==> config.mk <==
export PLATFORM = sky130hd
export DESIGN_NAME = sat_counter
export DESIGN_NICKNAME = d
export VERILOG_FILES = /design/src/rtl/cycle_counter_checker_sat_counter.sv
export SDC_FILE = /design/constraint.sdc
export NUM_CORES = 1
export LEC_CHECK = 0
export CORE_MARGIN = 1
export CORE_UTILIZATION = 50
export DETAILED_ROUTE_END_ITERATION = 8
export GPL_ROUTABILITY_DRIVEN = 0
export GPL_TIMING_DRIVEN = 0
export PLACE_DENSITY = 0.79
export SLEW_MARGIN = 20
export SYNTH_ARGS = -nofsm -noshare
export SYNTH_HDL_FRONTEND = slang
export SYNTH_SLANG_ARGS = --single-unit
==> constraint.sdc <==
create_clock -name clk_i -period 3 [get_ports clk_i]
set_input_delay 0.45 -clock clk_i [delete_from_list [all_inputs] [get_ports clk_i]]
set_output_delay 0.45 -clock clk_i [all_outputs]
set_load 0.05 [all_outputs]
Run 1, clock wiring as the flow saved it:
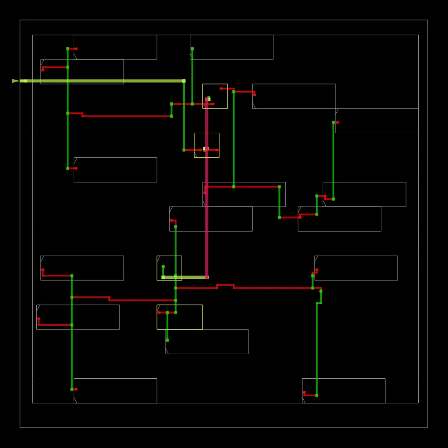
number of clock buffers in the layout: 4
Clock Skews: 0.00105 ns
total clock buffers created by CTS: 3
worst-skew pair later-pin latency: 0.29 ns
Sink Count: 16

Run 1, M3 wires:
Cells faint in the background.
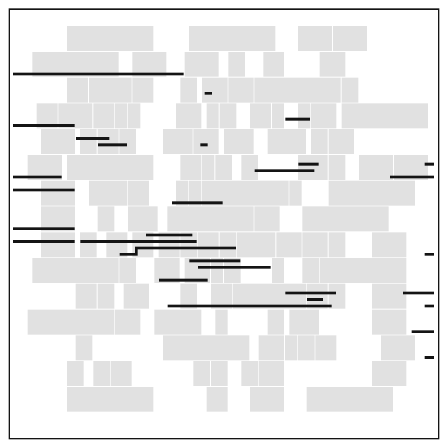
main direction: horizontal
wire length on this layer: 151 um
nets with wire on the layer: 27
total detailed-routing wirelength: 2.22 mm
number of vias after detailed routing: 935
met3 track utilization from global routing: 3.60%

Run 1, metal layers overlaid:
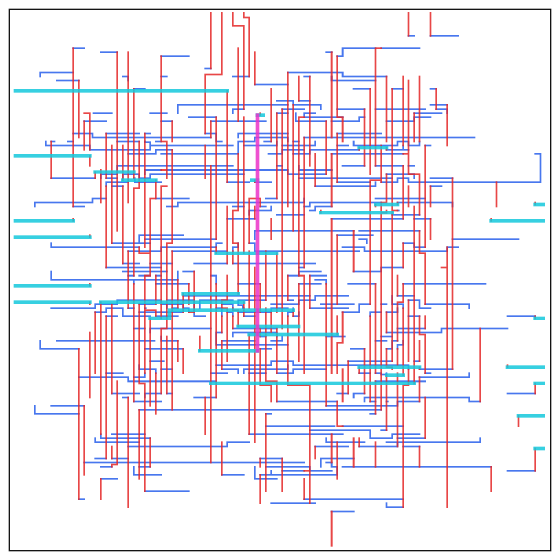
legend:
  cyan:
    layer: M3
    wire_length: 151 um
  blue:
    layer: M1
    wire_length: 964 um
  magenta:
    layer: M4
    wire_length: 19.7 um
  red:
    layer: M2
    wire_length: 1,090 um
overall routing resource usage: 24.8%
final routed wire length divided by cell count: 15.1 um

==> results.rst, run 1 <==
Run summary
-----------

.. list-table::
   :header-rows: 1

   * - Metric
     - Value
   * - Result of the run
     - finished clean
   * - Synth top cell by count
     - dfrtp_1
   * - Non-clock inverter count in the final layout
     - 3
   * - Number of filler instances in the final layout
     - 158
   * - Half-perimeter wire length of the detailed placement result
     - 1.57 mm
   * - Depth of the critical timing path with buffers and inverters included
     - 6
   * - Fmax
     - 0.462 GHz
   * - Number of design rule violations left after detail routing
     - 0
   * - Cells on Worst Hold Path
     - 2
   * - Metal2 WL
     - 1.09 mm
   * - Slew headroom
     - 51.8%
   * - Met3 wirelength from detailed routing
     - 151 um
   * - Maximum fanout along the worst path
     - 8
   * - Worst Path Buf+Inv
     - 1
   * - Clock Power
     - 151 uW
   * - #MultiIn Comb
     - 78
   * - Maximum number of pins on one net before global-route repair
     - 17
   * - Die X
     - 45.2 um
   * - Comb pwr share
     - 9.2%
   * - Family with the most delay on the worst path
     - simple AND/OR/NAND/NOR gates
   * - Seq Cell Count
     - 16
   * - Number of standard cells in the layout, taps in and fillers out
     - 147
   * - Min-delay worst type
     - primary input to register
   * - Post-synth regs
     - 16
   * - Antenna violations before repair
     - 0
   * - Final slew viol count
     - 0
   * - Minimum clock period after layout
     - 2.16 ns
   * - Remaining global-route overflow
     - 0
   * - Leading area contributor after synthesis
     - dfrtp_1
   * - Static power due to leakage
     - 0.000420 uW
   * - Total area of sequential cells
     - 400 sq um
   * - Port-buffer cells
     - 17
   * - Clock power share
     - 36.8%
   * - Top layer in use
     - met4
   * - Biggest power consumer among the groups
     - registers
   * - Worst endpoint data arrival time
     - 2.35 ns
   * - Post-route met1 wirelength
     - 963 um
   * - Count of warning messages emitted by the tools
     - 26
   * - Final worst setup slack
     - 0.837 ns
   * - Area of the core
     - 1750 sq um
   * - Antenna-violating nets left
     - 0
   * - Number of flops mapped to enable cells by yosys
     - 0
   * - Tap cells
     - 25
   * - Leading cell types by total area after synthesis
     - dfrtp_1 43%, a21oi_1 6.4%, or4_1 4.8%
   * - Netlist area before placement
     - 932 sq um
   * - Repair and plain buffers
     - 21
   * - Global-route wire length before repair
     - 3.66 mm
   * - Total power draw
     - 411 uW
==> inputs of run 2 (changes only) <==
Settings changed: CORE_UTILIZATION 50 to 44, PLACE_DENSITY 0.79 to 0.73.
Clock period 3 ns to 1.8 ns, I/O delays scaled along.
==> run 2 against run 1 <==
Effect of this change:
- the run now ends with negative setup slack left
- worst hold slack worse by 0.18 ns
- critical path depth is 1 lower
- wire length is 8.5% higher
- combinational power is 66% higher
- sequential cell count stayed put
- fmax is 18% higher
- clock skew is 0.0092 ns higher
- sequential share of layout area is 3.2 points lower
- cell area is 15% higher
- via count is 4.9% higher
- register-to-register slack worse by 0.87 ns
- critical path type unchanged
- critical endpoint is now cnt_o[14]
- largest power group unchanged
==> results.rst, run 2 <==
Run summary
-----------

.. list-table::
   :header-rows: 1

   * - Metric
     - Value
   * - Antenna-violating nets left
     - 0
   * - Clock Skews
     - 0.0102 ns
   * - Met2 usage in global routing
     - 33.0%
   * - Min-delay worst type
     - primary input to register
   * - Die X
     - 48.0 um
   * - Slew headroom
     - 59.1%
   * - Final setup fails
     - 1
   * - Maximum number of pins on one net before global-route repair
     - 17
   * - Post-route met1 wirelength
     - 1.07 mm
   * - Number of standard cells in the layout, taps in and fillers out
     - 161
   * - Leading cell types by total area after synthesis
     - dfrtp_1 43%, a21oi_1 6.4%, or4_1 4.8%
   * - Synth top cell by count
     - dfrtp_1
   * - Largest register FFs
     - 16
   * - Repair and plain buffers
     - 33
   * - Area of the core
     - 1980 sq um
   * - Port-buffer cells
     - 17
   * - #MultiIn Comb
     - 78
   * - Final slew viol count
     - 0
   * - Number of design rule violations left after detail routing
     - 0
   * - Final worst setup slack
     - -0.0371 ns
   * - CTS clock-pin slew for the worst setup and hold paths
     - 0.10 ns
   * - Metal2 WL
     - 1.20 mm
   * - Number of clock buffers in the layout
     - 4
   * - Number of flops mapped to enable cells by yosys
     - 0
   * - Top layer in use
     - met4
   * - Maximum fanout along the worst path
     - 5
   * - Netlist area before placement
     - 932 sq um
   * - Cells on Worst Hold Path
     - 2
   * - Clock power share
     - 31.7%
   * - Seq Cell Count
     - 16
   * - Sink Count
     - 16
   * - Half-perimeter wire length of the detailed placement result
     - 1.46 mm
   * - Comb pwr share
     - 9.9%
   * - Leading cell category by total area
     - combinational gates
   * - Worst-skew pair later-pin latency
     - 0.29 ns
   * - Most instantiated logic cells after routing
     - 14 x dfrtp_2, 13 x buf_4, 11 x a21oi_1, 10 x dlymetal6s2s_1
   * - Family with the most delay on the worst path
     - simple AND/OR/NAND/NOR gates
   * - Post-synth regs
     - 16
   * - Share of the synthesized netlist area taken by xor and xnor gates
     - 0%
   * - Biggest power consumer among the groups
     - registers
   * - Global-route wire length before repair
     - 3.47 mm
   * - Remaining global-route overflow
     - 0
   * - Placement-stage cell area
     - 1180 sq um
   * - Antenna violations before repair
     - 0
   * - Worst endpoint data arrival time
     - 2.05 ns
   * - Depth of the critical timing path with buffers and inverters included
     - 5
   * - Number of filler instances in the final layout
     - 149
   * - Minimum clock period after layout
     - 1.84 ns
   * - Final critical-path share of the clock period
     - 102%
   * - Met3 wirelength from detailed routing
     - 123 um
   * - Total power draw
     - 638 uW
   * - Count of warning messages emitted by the tools
     - 28
   * - Failing checks
     - negative setup slack
   * - Total area of sequential cells
     - 418 sq um
   * - Fraction of met1 tracks used by global routing
     - 30.6%
   * - Non-clock inverter count in the final layout
     - 3
   * - P_comb
     - 62.9 uW
   * - Fmax
     - 0.544 GHz
   * - Result of the run
     - complete, but fails checks
   * - Leading area contributor after synthesis
     - dfrtp_1
   * - Static power due to leakage
     - 0.000685 uW
   * - Clock Power
     - 202 uW
   * - Worst Path Buf+Inv
     - 1
   * - Tap cells
     - 27
Run 2, M3 wires:
Cells faint in the background.
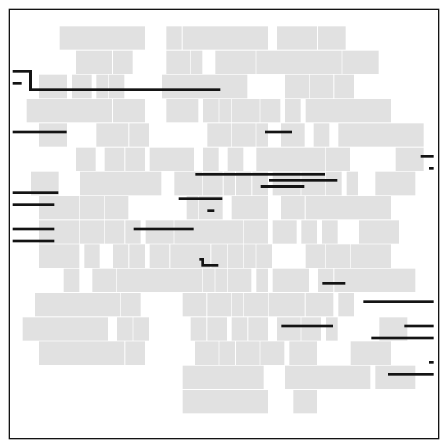
longest straight run: 21.2 um
wire length on this layer: 124 um
main direction: horizontal
number of vias after detailed routing: 981
total detailed-routing wirelength: 2.41 mm
met3 track utilization from global routing: 4.53%

Run 2, signal metal coverage by tile:
Scale bar: 10 um. 10 x 10 tiles, from white (low) to dark blue (high), scaled to the fullest tile. Values are wire area over tile area, all layers added.
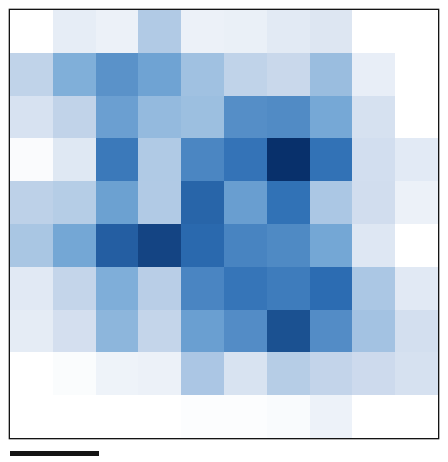
fullest tile: 0.51
emptiest ninth of the die: south-west
mean over tiles: 0.17
nearly empty tiles: 15%
final routed wire length divided by cell count: 15.0 um
overall routing resource usage: 21.6%

Power figures rest on the tool's default switching activity, not on a simulated workload.
